File: src/rtl/accel_init.sv
// accel_init: power-up configuration sequencer for the ADXL362.
// After reset it waits for the device to power up, then sends three fixed
// write-register frames over SPI mode 0: soft reset, filter setup and
// measurement mode. It then raises init_done so the periodic reader can
// take over the shared SPI pins.
module accel_init #(
    parameter int HALF_CK = 4,
    parameter int WAIT_CK = 100_000
) (
    input  logic       ck,
    input  logic       reset,
    input  logic       reinit,
    output logic       nCS,
    output logic       sclk,
    output logic       mosi,
    output logic       init_done,
    output logic [1:0] step
);

    localparam int CW = $clog2(WAIT_CK) + 1;

    typedef enum logic [3:0] {
        ST_PWR_WAIT  = 4'd0,
        ST_LOAD      = 4'd1,
        ST_CS_SETUP  = 4'd2,
        ST_SCLK_LO   = 4'd3,
        ST_SCLK_HI   = 4'd4,
        ST_CS_HOLD   = 4'd5,
        ST_GAP       = 4'd6,
        ST_POST_WAIT = 4'd7,
        ST_DONE      = 4'd8
    } state_t;

    state_t          state_q, state_d;
    logic [CW-1:0]   cnt_q, cnt_d;
    logic [4:0]      bit_q, bit_d;
    logic [23:0]     sh_q, sh_d;
    logic [1:0]      step_q, step_d;
    logic            ncs_q, ncs_d;
    logic            sclk_q, sclk_d;
    logic            mosi_q, mosi_d;
    logic            done_q, done_d;

    logic [CW-1:0]   len_s;
    logic            last_s;
    logic [23:0]     frame_s;

    // Frame table: command 0x0A, register address, register data.
    always_comb begin
        frame_s = 24'h0A2D02;
        case (step_q)
            2'd0:    frame_s = 24'h0A1F52;
            2'd1:    frame_s = 24'h0A2C13;
            2'd2:    frame_s = 24'h0A2D02;
            default: frame_s = 24'h0A2D02;
        endcase
    end

    // Length of the current state in ck cycles; last_s flags its final cycle.
    always_comb begin
        len_s = CW'(1);
        case (state_q)
            ST_PWR_WAIT,
            ST_POST_WAIT: len_s = CW'(WAIT_CK);
            ST_CS_SETUP,
            ST_SCLK_LO,
            ST_SCLK_HI,
            ST_CS_HOLD:   len_s = CW'(HALF_CK);
            ST_GAP:       len_s = CW'(2 * HALF_CK);
            default:      len_s = CW'(1);
        endcase
        last_s = (cnt_q == (len_s - CW'(1)));
    end

    // Next-state logic; outputs are derived from the next state so the pins
    // come straight from flops and change on the edge that enters a state.
    always_comb begin
        state_d = state_q;
        cnt_d   = cnt_q + CW'(1);
        bit_d   = bit_q;
        sh_d    = sh_q;
        step_d  = step_q;
        mosi_d  = mosi_q;

        case (state_q)
            ST_PWR_WAIT: begin
                if (last_s) state_d = ST_LOAD;
                else        state_d = ST_PWR_WAIT;
            end
            ST_LOAD: begin
                sh_d    = frame_s;
                bit_d   = 5'd0;
                mosi_d  = frame_s[23];
                state_d = ST_CS_SETUP;
            end
            ST_CS_SETUP: begin
                if (last_s) state_d = ST_SCLK_LO;
                else        state_d = ST_CS_SETUP;
            end
            ST_SCLK_LO: begin
                if (last_s) state_d = ST_SCLK_HI;
                else        state_d = ST_SCLK_LO;
            end
            ST_SCLK_HI: begin
                if (last_s) begin
                    if (bit_q == 5'd23) begin
                        state_d = ST_CS_HOLD;
                    end else begin
                        // Rotate rather than shift so every bit of the
                        // register stays live; only bit 23 is ever presented.
                        bit_d   = bit_q + 5'd1;
                        sh_d    = {sh_q[22:0], sh_q[23]};
                        mosi_d  = sh_q[22];
                        state_d = ST_SCLK_LO;
                    end
                end else begin
                    state_d = ST_SCLK_HI;
                end
            end
            ST_CS_HOLD: begin
                if (last_s) state_d = ST_GAP;
                else        state_d = ST_CS_HOLD;
            end
            ST_GAP: begin
                if (last_s) begin
                    case (step_q)
                        2'd0: state_d = ST_POST_WAIT;
                        2'd1: begin
                            step_d  = 2'd2;
                            state_d = ST_LOAD;
                        end
                        default: begin
                            mosi_d  = 1'b0;
                            state_d = ST_DONE;
                        end
                    endcase
                end else begin
                    state_d = ST_GAP;
                end
            end
            ST_POST_WAIT: begin
                if (last_s) begin
                    step_d  = 2'd1;
                    state_d = ST_LOAD;
                end else begin
                    state_d = ST_POST_WAIT;
                end
            end
            ST_DONE: begin
                cnt_d  = cnt_q;
                mosi_d = 1'b0;
                if (reinit) begin
                    step_d  = 2'd0;
                    state_d = ST_LOAD;
                end else begin
                    state_d = ST_DONE;
                end
            end
            default: begin
                state_d = ST_PWR_WAIT;
            end
        endcase

        // The phase counter restarts on every state entry.
        if (state_d != state_q) cnt_d = CW'(0);
        else                    cnt_d = cnt_d;

        ncs_d  = !(state_d inside {ST_CS_SETUP, ST_SCLK_LO, ST_SCLK_HI, ST_CS_HOLD});
        sclk_d = (state_d == ST_SCLK_HI);
        done_d = (state_d == ST_DONE);
    end

    // State, counters and registered SPI pins; reset aborts any frame.
    always_ff @(posedge ck) begin
        if (reset) begin
            state_q <= ST_PWR_WAIT;
            cnt_q   <= CW'(0);
            bit_q   <= 5'd0;
            sh_q    <= 24'h000000;
            step_q  <= 2'd0;
            ncs_q   <= 1'b1;
            sclk_q  <= 1'b0;
            mosi_q  <= 1'b0;
            done_q  <= 1'b0;
        end else begin
            state_q <= state_d;
            cnt_q   <= cnt_d;
            bit_q   <= bit_d;
            sh_q    <= sh_d;
            step_q  <= step_d;
            ncs_q   <= ncs_d;
            sclk_q  <= sclk_d;
            mosi_q  <= mosi_d;
            done_q  <= done_d;
        end
    end

    assign nCS       = ncs_q;
    assign sclk      = sclk_q;
    assign mosi      = mosi_q;
    assign init_done = done_q;
    assign step      = step_q;

endmodule

File: config.mk
export PLATFORM = sky130hd
export DESIGN_NAME = accel_init
export DESIGN_NICKNAME = d
export VERILOG_FILES = /design/src/rtl/accel_init.sv
export SDC_FILE = /design/constraint.sdc
export NUM_CORES = 1
export LEC_CHECK = 0
export ABC_AREA = 0
export CAP_MARGIN = 40
export CORE_MARGIN = 1
export CORE_UTILIZATION = 57
export CTS_BUF_LIST = sky130_fd_sc_hd__clkbuf_2 sky130_fd_sc_hd__clkbuf_4 sky130_fd_sc_hd__clkbuf_8
export DETAILED_ROUTE_END_ITERATION = 10
export PLACE_DENSITY = 0.78
export SLEW_MARGIN = 0
export SYNTH_ARGS = -nofsm -noshare
export SYNTH_HDL_FRONTEND = slang
export SYNTH_SLANG_ARGS = --single-unit
export TNS_END_PERCENT = 10
File: constraint.sdc
create_clock -name ck -period 2.9 [get_ports ck]
set_clock_uncertainty 0.1 [all_clocks]
set_input_delay 0.58 -clock ck [delete_from_list [all_inputs] [get_ports ck]]
set_output_delay 0.58 -clock ck [all_outputs]
set_load 0.01 [all_outputs]
==> out/results.ini, run 1 <==
[grt]
grt_max_degree=37
grt_pass1_wl_mm=11.4
grt_util_all_layers=0.278
grt_overflow=0
antenna_found_initial=0
grt_pass1_vias=2429

[synthesis]
synth_top_area_share=0.389
synth_warnings=0
largest_area_cell=dfxtp_1
postSynthSeqShare=0.389
synth.most_common_cell=dfxtp_1
yosys-stat-cells=360
ys_top_cells_by_count=dfxtp_1 (57), nor3_1 (38), nor2_1 (37)
ys_types=57
synthArstFlopShare=0
top_cells_by_area=dfxtp_1 (39%), nor3_1 (6.5%), nor2_1 (4.7%), nand2_1 (4.5%), nand3_1 (4.4%)
syn_area_per_cell_sq_um=8.16
syn_inst=360
syn_nets=369
ys_chip_area_sq_um=2940
syn_area_sq_um=2940
ff_type=dfxtp_1
edf_count=0
ys_seq_elements=57

[setup_path]
timing.rr.start=state_q[2]
r2r_slack_ns=-0.06
cpMaxStageDelayCell=dfxtp_4
startpoint_type=flip-flop
startpoint=state_q[2]
worst-path-max-fanout=6
cp.required_ns=3.05
path_class=flip-flop to flip-flop
max_stage_delay_ns=0.37
arrival_ns=3.11
end_kind=flip-flop
worstPathCellList=o21bai_4, nand3_4, ha_1, xor2_1, nor4_2, buf_4, o2111a_2, a21oi_1, o22ai_2, o211ai_2, buf_12, nor3_2
regToRegEndpoint=cnt_q[2]
reg2reg_depth=12
crit_end=cnt_q[2]

[final_timing]
finalHoldViolCount=0
min_period_ns=2.96
fmax_ghz=0.338
slew_viol_final=0
max_slew_margin=0.582
fin_crit_sh=1.02
rsz0062_at_grt=yes
worst_pin_slew_ns=0.623
hold_slack_ns=0.355
fin_ws_ns=-0.0578
setup_viol=11
setup_tns_ns=-0.364

[layout]
diodes=0
syn_to_final_growth_pct=23.5
fin_cells=454
drive_gt1_frac=0.202
nNetsFinal=392

[clocking]
cts_hold_buf=0
clkLatencyLatePin_ns=0.33
root_buffer=clkbuf_8
path_clk_slew_ns=0.07
h-tree-depth=3
clock_sinks=57
cts.path.max_buffers=2
cts_inserted_buffers=9
cts_tree=done

[job]
warnings=30
maxCapViolCount=0

[detailed_routing]
drc_errors=0
first_pass_iters=6
viasPerCell=6.39
drt_iter0_drc=470
wl_per_cell_um=18.1
ant_nets=0

[pwr]
leakage_nw=1.29
power.density_nw_per_um2=519
ir_drop_mv=0.458

[worst_hold_path]
hold_depth=2
hold_path.class=flip-flop to flip-flop

[place]
hpwlAfterDp_mm=4.76
dp.cells=431
place_congestion=0.934
port_buffers=8

[die]
rows=25
core_area_sq_um=4850
die_area_sq_um=5440
fp.dieW_um=73.8
die_height_um=73.8
ios=9
fp_util=0.606

[outcome]
status=complete, but fails checks
violations=setup timing

run 1: cell type report:
type / instances / area, sq um
clock buffers: 10 / 138
clock inverters: 5 / 104
fillers: 332 / 1220
inverters: 7 / 26.3
multi-input cells: 277 / 1830
flip-flops and latches: 57 / 1150
well taps: 67 / 83.8
repair buffers: 31 / 294
run 1: placed cells by master, fill, tap and decap left out, types with 5 or more instances in the layout:
cell              n
dfxtp_1          54
xor2_1           13
buf_4            18
nor2_1           36
nor3_1           31
ha_1              5
nand2_1          34
clkbuf_8         10
a21oi_1          23
nor3_2            7
nand3_1          25
xnor2_1          12
nand4_1           5
o211ai_1          7
a211oi_1          5
clkdlybuf4s50_1   8
inv_1             7
run 1: per-layer routing:
metal / global-route usage / share of wire
met5: 0 / 0
met4: 0.105 / 0.033
met3: 0.0645 / 0.080
met2: 0.421 / 0.47
met1: 0.383 / 0.41
run 1: where the power goes:
part           switching [mW]  internal (mW)  total, mW  leakage (nW)
sequential            0.00756          0.788      0.796         0.461
clock                   0.321          0.589      0.910         0.122
combinational           0.102         0.0741      0.176         0.707
total                   0.430           1.45       1.88          1.29
run 1: worst min-delay path by stage:
stage              from  slack (ns)        to
2_1_floorplan  sh_q[13]        0.33  sh_q[13]
3_3_place_gp   sh_q[20]        0.34  sh_q[21]
3_5_place_dp   sh_q[20]        0.34  sh_q[21]
4_1_cts         sh_q[8]        0.35   sh_q[8]
5_1_grt        sh_q[20]        0.36  sh_q[21]
6_report        sh_q[6]        0.35   sh_q[7]
run 1: critical path, delay by kind of cell (launching register included):
family                     cells  cell delay (ns)
DFF                            1             0.37
buffers and inverters          2             0.39
AOI/OAI and AO/OA              5             0.92
xor gates and xnor gates       1             0.19
and+or+nand+nor                3             0.59
adders and majority gates      1             0.32
run 1: repair_timing:
action / 4_1_cts / 5_1_grt
endpoints found under the setup margin: 14 / 52
endpoints found under the hold margin: 0 / 0
cloned: 0 / 1
setup buffers: 1 / 6
pin swaps: 3 / 11
gates resized: 2 / 32
run 1: cells by family after synthesis:
group / share of synthesized area
fa+ha+maj: 0.0256
mux: 0.0145
other cells: 0.00256
compound gates: 0.153
simple gates: 0.303
buf+inv: 0.0349
xor+xnor: 0.0775
flops: 0.389
run 1: registers in the layout, summed over array words and instances (netlist names):
register   cells
init_done      1
step           2
mosi           1
nCS            1
state_q        4
sclk           1
cnt_q         18
bit_q          5
sh_q          24
run 1: per-stage QoR:
stage | worst slack (ns) | instance area (sq um) | total power, mW | util
4_1_cts | -0.0226 | 3420 | 1.84 | 0.705
5_1_grt | -0.182 | 3630 | 1.93 | 0.748
2_1_floorplan | -0.0401 | 2940 | 0.902 | -
6_report | -0.0578 | 3630 | 1.88 | 0.748
3_3_place_gp | 0.0466 | 3160 | 0.934 | 0.651
3_5_place_dp | -0.0359 | 3160 | 0.939 | 0.651
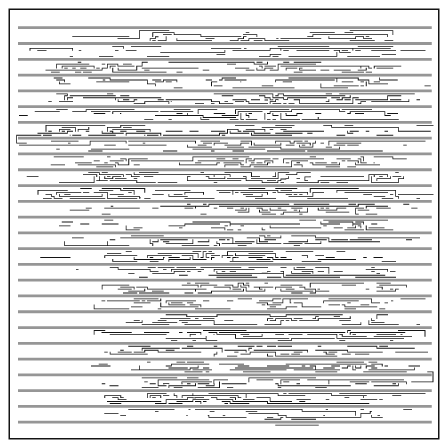
Fig. 1. The metal 1 layer (run 1).
Supply wires on this layer in grey.
main direction = horizontal
wire length on this layer = 3410 um
share of all routed wire = 41%
nets with wire on the layer = 373

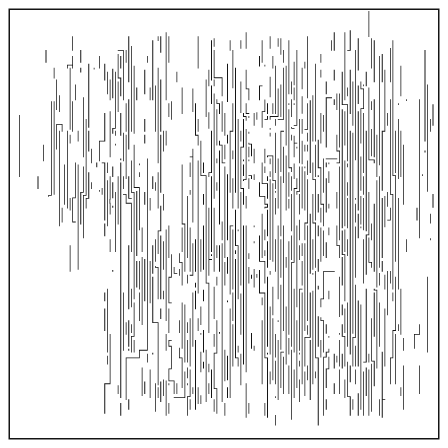
Fig. 2. The metal 2 layer (run 1).
wire length on this layer = 3890 um
main direction = vertical
M2 GR Usage: 0.421
DRT Wirelength: 8.23 mm

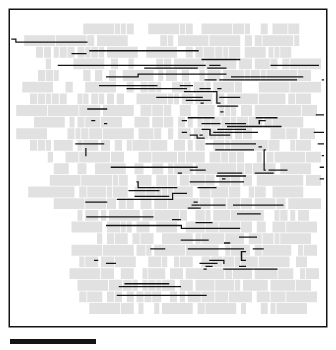
Fig. 3. M3 wires (run 1).
Bar = 20 um.
longest straight run = 34.3 um
main direction = horizontal
share of all routed wire = 8.0%
nets with wire on the layer = 65
wire length on this layer = 659 um

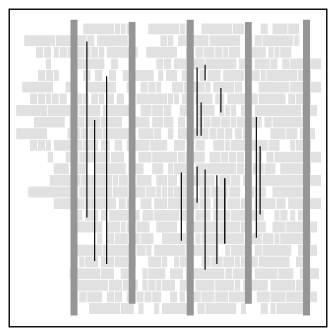
Fig. 4. Metal 4 (run 1).
Supply wires on this layer in grey.
nets with wire on the layer = 14
longest straight run = 43.5 um
wire length on this layer = 275 um
main direction = vertical
share of all routed wire = 3.3%
via count: 2899

==> run 2, diff against run 1 <==
--- a/config.mk
+++ b/config.mk
@@ -5,7 +5,7 @@
 export SDC_FILE = /design/constraint.sdc
 export NUM_CORES = 1
 export LEC_CHECK = 0
-export ABC_AREA = 0
+export ABC_AREA = 1
 export CAP_MARGIN = 40
 export CORE_MARGIN = 1
 export CORE_UTILIZATION = 57
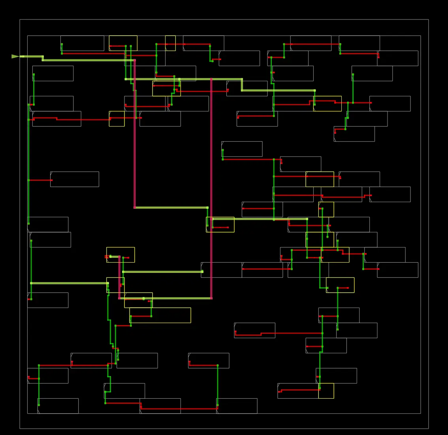
Fig. 5. Clock nets (run 2).
num sequential: 57
CTS sink cnt: 57
Late-Pin Clk Latency: 0.34 ns
CTS buffer count: 9
Clk. pwr: 761 uW

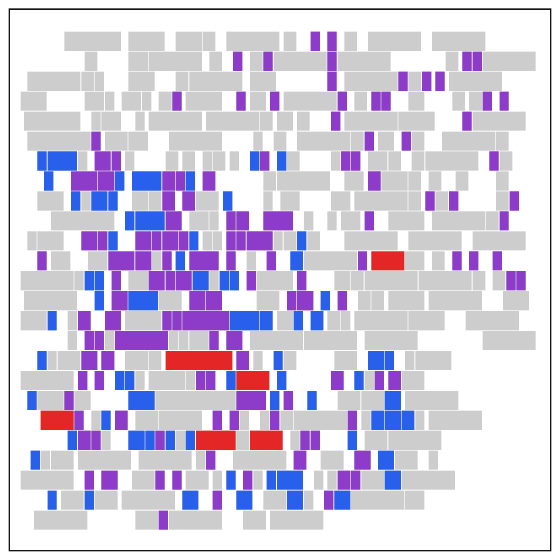
Fig. 6. Logic cells by family (run 2).
nor cells -> blue  # cells 68, most used nor2_1
nand cells -> purple  # cells 128, most used nand2_1, where all over the die
fa/ha/maj cells -> red  # cells 6, most used ha_1
most numerous logic cell after layout: nand2_1
logic share of the area: 0.468
fin cells: 498

==> out/results.ini, run 2 <==
[final_timing]
rsz0062_at_grt=yes
fin_crit_sh=0.967
hold_slack_ns=0.362
finalHoldViolCount=0
fmax_ghz=0.357
slew_viol_final=0
setup_tns_ns=0
min_period_ns=2.80
setup_viol=0

[layout]
flop_area_sq_um=1150
fill_cells=428
regMostFlops=sh_q
diodes=0
largest_reg_flops=24
reg_top3=sh_q x24, cnt_q x18, bit_q x5
final_cell_mix=nand2_1 (87), dfxtp_1 (53), inv_1 (46), nor2_1 (44), a21oi_1 (31)
comb_area_sq_um=1590
drive_gt1_frac=0.188
nNetsFinal=435
syn_to_final_growth_pct=15.9

[grt]
grt.busiest_layer=met2
grt_pass1_wl_mm=10.2
grt_pass1_vias=2419
grt_max_degree=25
grt_util_all_layers=0.245
antenna_found_initial=0
grt_overflow=0
grt_util_met1=0.313
met3_usage=0.0466
use_met2=0.398

[pwr]
ir_drop_mv=0.348
switching_share=0.234
pwr-share-seq=0.495
p_comb_frac=0.028
leakage_nw=1.36
p_int_mw=1.22
power.density_nw_per_um2=470
p_switching_uw=373
clockPowerShare=0.477

[die]
fp_util=0.607
die_height_um=73.6
rows=25
die_area_sq_um=5420
fp.dieW_um=73.6
core_area_sq_um=4820
ios=9

[detailed_routing]
wl_per_cell_um=12.6
num_vias=2592
ant_nets=0
drc_errors=0
viasPerCell=5.20
routed_wl_mm=6.25
drt_iter0_drc=152
first_pass_iters=4

[setup_path]
arrival_ns=2.94
r2r_slack_ns=0.1
worst-path-max-fanout=9
path_class=flip-flop to flip-flop
cp.required_ns=3.04
end_kind=flip-flop
startpoint_type=flip-flop

[synthesis]
postSynthSeqShare=0.390
ys_top_cells_by_count=nand2_1 (90), dfxtp_1 (57), inv_1 (46)
syn_inst=403
ff_type=dfxtp_1
syn_nets=412
syn_area_per_cell_sq_um=7.26
synth.most_common_cell=nand2_1
syn_area_sq_um=2930
largest_area_cell=dfxtp_1
edf_count=0
synth_top_area_share=0.390
ys_seq_elements=57
top_cells_by_area=dfxtp_1 (39%), nand2_1 (12%), inv_1 (5.9%), nor2_1 (5.6%), a21oi_1 (5.5%)
synth_warnings=0
yosys-stat-cells=403
synthArstFlopShare=0
ys_chip_area_sq_um=2930
ys_types=36

[clocking]
cts.path.max_buffers=2
h-tree-depth=3
cts_tree=done
cts_hold_buf=0
root_buffer=clkbuf_8
path_clk_slew_ns=0.07

[job]
warnings=28
maxCapViolCount=0

[place]
port_buffers=8
place_congestion=1.04
hpwlAfterDp_mm=4.33

[worst_hold_path]
hold_path.class=flip-flop to flip-flop

[outcome]
status=complete, no violations

==> run 2: cell types whose count changed in the layout (fill, tap and decap cells not counted), sizes merged, moves of 8 or more <==
| cell | delta |
|---|---|
| nand2 | +67 |
| inv | +44 |
| nor3 | -33 |
| nor2 | +23 |
| o21ai | +14 |
| a21oi | +9 |
| buf | -9 |
| xnor2 | -8 |
==> run 2: layout make-up <==
type | count | area share
multi-input combinational | 287 | 0.468
inverter | 50 | 0.0554
clock inverter | 6 | 0.0196
timing repair buffer | 21 | 0.0524
tap | 67 | 0.0247
clock buffer | 10 | 0.0406
sequential | 57 | 0.339
==> run 2: path summary, 6_finish.rpt <==
check              from       end  depth (start not counted)
min            sh_q[14]  sh_q[14]                          2
min reg2reg    sh_q[14]  sh_q[14]                          2
max          state_q[3]  cnt_q[3]                         20
max reg2reg  state_q[3]  cnt_q[3]                         20
==> run 2: worst max-delay path: stages (launching register included) <==
cell and delay (ns):
dfxtp_2 0.35, inv_2 0.06, nand2_2 0.09, inv_2 0.06
a21oi_4 0.25, inv_1 0.08, ha_2 0.19, nand2_1 0.07
nand2_1 0.07, nor2_1 0.10, nand4_1 0.14, nor2_4 0.15
nand3_4 0.15, nand2_1 0.09, nand2_1 0.09, nor2_2 0.15
nand2_2 0.10, nand2_2 0.06, nand2_2 0.11, nand2_4 0.18
nor2_1 0.05
==> run 2: power groups by stage <==
stage	logic (mW)	clock network, mW	registers (mW)
2_1_floorplan	0.0352	0	0.807
3_3_place_gp	0.0415	0	0.808
3_5_place_dp	0.0416	0	0.808
4_1_cts	0.0418	0.769	0.790
5_1_grt	0.0493	0.802	0.788
6_report	0.0451	0.761	0.788
==> run 2: metrics by stage <==
stage,cells,setup WS [ns],power (mW),util,area [sq um]
4_1_cts,493,0.0289,1.60,0.684,3290
3_5_place_dp,477,0.0668,0.850,0.642,3090
2_1_floorplan,403,0.290,0.842,-,2930
6_report,498,0.0964,1.59,0.704,3390
3_3_place_gp,477,0.117,0.849,0.642,3090
5_1_grt,498,-0.0767,1.64,0.704,3390
==> run 2: routing by layer <==
layer / vias up / part of all wire
li1: 1329 / -
met4: 0 / 0.017
met5: - / 0
met2: 52 / 0.47
met1: 1200 / 0.46
met3: 11 / 0.044
==> run 2: cell families (layout without fill, tap and decap cells) <==
logic type / count (synthesis) / count (layout) / share of synthesized area
buffers and inverters: 60 / 87 / 0.0868
multiplexers: 1 / 1 / 0.00342
XOR/XNOR: 18 / 18 / 0.0539
flip-flops: 57 / 57 / 0.390
adder cells (fa/ha/maj): 6 / 6 / 0.0257
other: 2 / 2 / 0.00257
AND-OR/OR-AND: 61 / 61 / 0.117
AND/OR/NAND/NOR: 198 / 199 / 0.321
==> run 2: repair_timing <==
item / in CTS / in global routing
gates resized: 0 / 15
endpoints found under the setup margin: 0 / 46
buffers inserted: 0 / 4
==> run 3, diff against run 2 <==
--- a/config.mk
+++ b/config.mk
@@ -5,7 +5,6 @@
 export SDC_FILE = /design/constraint.sdc
 export NUM_CORES = 1
 export LEC_CHECK = 0
-export ABC_AREA = 1
 export CAP_MARGIN = 40
 export CORE_MARGIN = 1
 export CORE_UTILIZATION = 57
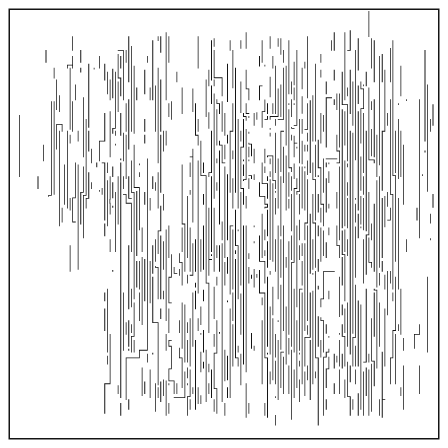
Fig. 7. The metal 2 layer (run 3).
longest straight run = 40.5 um
share of all routed wire = 47%

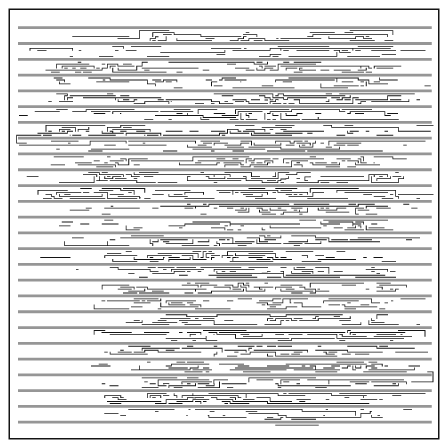
Fig. 8. The metal 1 layer (run 3).
Supply wires on this layer in grey.
share of all routed wire = 41%
nets with wire on the layer = 373
wire length on this layer = 3410 um
met1 Usage GRT: 0.383

==> out/results.ini, run 3 <==
[outcome]
status=complete, but fails checks
violations=setup timing

[detailed_routing]
first_pass_iters=6
drt_iter0_drc=470
ant_nets=0
drc_errors=0
viasPerCell=6.39
wl_per_cell_um=18.1
routed_wl_mm=8.23
num_vias=2899

[setup_path]
r2r_slack_ns=-0.06
arrival_ns=3.11
worst-path-max-fanout=6
end_kind=flip-flop
cp_top_family=AND-OR/OR-AND gates
startpoint_type=flip-flop
path_class=flip-flop to flip-flop
max_stage_delay_ns=0.37
cp.required_ns=3.05
reg2reg_depth=12
cpMaxStageDelayCell=dfxtp_4
worstPathCellList=o21bai_4, nand3_4, ha_1, xor2_1, nor4_2, buf_4, o2111a_2, a21oi_1, o22ai_2, o211ai_2, buf_12, nor3_2
cp.buffers_inverters=2
regToRegEndpoint=cnt_q[2]
timing.rr.start=state_q[2]

[synthesis]
ys_seq_elements=57
postSynthSeqShare=0.389
edf_count=0
synth_top_area_share=0.389
ys_chip_area_sq_um=2940
synth_warnings=0
synth.most_common_cell=dfxtp_1
yosys-stat-cells=360
ys_top_cells_by_count=dfxtp_1 (57), nor3_1 (38), nor2_1 (37)
syn_area_per_cell_sq_um=8.16
synthArstFlopShare=0
largest_area_cell=dfxtp_1
syn_nets=369
ys_types=57
ff_type=dfxtp_1
top_cells_by_area=dfxtp_1 (39%), nor3_1 (6.5%), nor2_1 (4.7%), nand2_1 (4.5%), nand3_1 (4.4%)
syn_area_sq_um=2940
syn_inst=360

[final_timing]
fmax_ghz=0.338
fin_ws_ns=-0.0578
worst_pin_slew_ns=0.623
slew_viol_final=0
setup_viol=11
finalHoldViolCount=0
max_slew_margin=0.582
rsz0062_at_grt=yes
min_period_ns=2.96
fin_crit_sh=1.02

[grt]
grt_pass1_wl_mm=11.4
grt_util_all_layers=0.278
grt_pass1_vias=2429
antenna_found_initial=0
grt_overflow=0
grt_max_degree=37

[die]
rows=25
fp.dieW_um=73.8
die_height_um=73.8
ios=9
fp_util=0.606
core_area_sq_um=4850
die_area_sq_um=5440

[worst_hold_path]
hold_depth=2
hp-start=sh_q[6]
hold_path.class=flip-flop to flip-flop
holdPathEnd=sh_q[7]

[layout]
largest_reg_flops=24
diodes=0
syn_to_final_growth_pct=23.5
regMostFlops=sh_q
reg_top3=sh_q x24, cnt_q x18, bit_q x5
fin_cells=454
final_common_cell=dfxtp_1
drive_gt1_frac=0.202
final_cell_mix=dfxtp_1 (54), nor2_1 (36), nand2_1 (34), nor3_1 (31), nand3_1 (25)
nNetsFinal=392

[clocking]
path_clk_slew_ns=0.07
cts.path.max_buffers=2
clkLatencyLatePin_ns=0.33
cts_inserted_buffers=9
h-tree-depth=3
cts_hold_buf=0
cts_tree=done
clock_sinks=57
root_buffer=clkbuf_8

[place]
hpwlAfterDp_mm=4.76
port_buffers=8
dp.cells=431
place_congestion=0.934

[pwr]
leakage_nw=1.29
switching_share=0.229
p_int_mw=1.45
pwr-share-seq=0.423
power.density_nw_per_um2=519
finalPower_mw=1.88
ir_drop_mv=0.458
p_comb_frac=0.093
clockPowerShare=0.484
p_switching_uw=430

[job]
warnings=30
maxCapViolCount=0

-- run 3: cell types whose count changed in the layout (fill, tap and decap cells not counted), sizes merged, moves of 14 or more --
cell,change
nand2,-67
nor2,-23
nor3,+33
o21ai,-14
inv,-44
-- run 3: what timing repair did --
action	4_1_cts	5_1_grt
gates cloned	0	1
buffers inserted	1	6
pin swaps	3	11
resized	2	32
endpoints found under the setup margin	14	52
-- run 3: tightest hold or removal path, stage by stage (launching register included) --
cell,delay (ns)
dfxtp_1,0.31
nand2_1,0.05
a21oi_1,0.05
-- run 3: power groups by stage --
stage	registers [mW]	clock network, mW	logic, mW
final	0.796	0.910	0.176
after global routing	0.796	0.945	0.185
after CTS	0.796	0.913	0.134
after detailed placement	0.814	0	0.125
after global placement	0.813	0	0.122
after floorplan	0.813	0	0.0885
-- run 3: cell families after synthesis --
| family | count (synthesis) | share of synthesized area |
|---|---|---|
| adders and majority gates | 6 | 0.0256 |
| AOI/OAI and AO/OA | 64 | 0.153 |
| xor gates and xnor gates | 26 | 0.0775 |
| buffers and inverters | 26 | 0.0349 |
| and+or+nand+nor | 175 | 0.303 |
| other | 2 | 0.00256 |
| DFF | 57 | 0.389 |
| muxes | 4 | 0.0145 |
-- run 3: worst max path at each step --
| stage | startpoint | endpoint | slack (ns) | depth (start not counted) |
|---|---|---|---|---|
| finish | state_q[2] | cnt_q[2] | -0.06 | 12 |
| CTS | state_q[1] | sh_q[13] | -0.02 | 10 |
| floorplan | state_q[2] | sh_q[12] | -0.04 | 12 |
| global route | state_q[2] | sh_q[9] | -0.18 | 11 |
| global placement | state_q[1] | state_q[0] | 0.05 | 12 |
| detailed placement | state_q[1] | sh_q[13] | -0.04 | 10 |
-- run 3: area by class of cell --
type	instances	area (sq um)
Sequential cell	57	1150
Clock inverter	5	104
Timing Repair Buffer	31	294
Inverter	7	26.3
Fill cell	332	1220
Clock buffer	10	138
Multi-Input combinational cell	277	1830
Tap cell	67	83.8
-- run 3: metrics by stage --
stage,instance area (sq um),hold WS (ns),utilization,TNS [ns],setup WS [ns]
final,3630,0.355,0.748,-0.364,-0.0578
after global routing,3630,0.364,0.748,-2.94,-0.182
after floorplan,2940,0.332,-,-0.0414,-0.0401
after global placement,3160,0.342,0.651,0,0.0466
after CTS,3420,0.355,0.705,-0.0226,-0.0226
after detailed placement,3160,0.345,0.651,-0.0419,-0.0359
-- run 3: per-layer routing --
| metal | part of all wire | GRT usage | up-vias |
|---|---|---|---|
| li1 | - | - | 1330 |
| met1 | 0.41 | 0.383 | 1372 |
| met2 | 0.47 | 0.421 | 164 |
| met3 | 0.080 | 0.0645 | 33 |
| met4 | 0.033 | 0.105 | 0 |
| met5 | 0 | 0 | - |
No activity file was given, so power comes from the tool's default toggle rates.
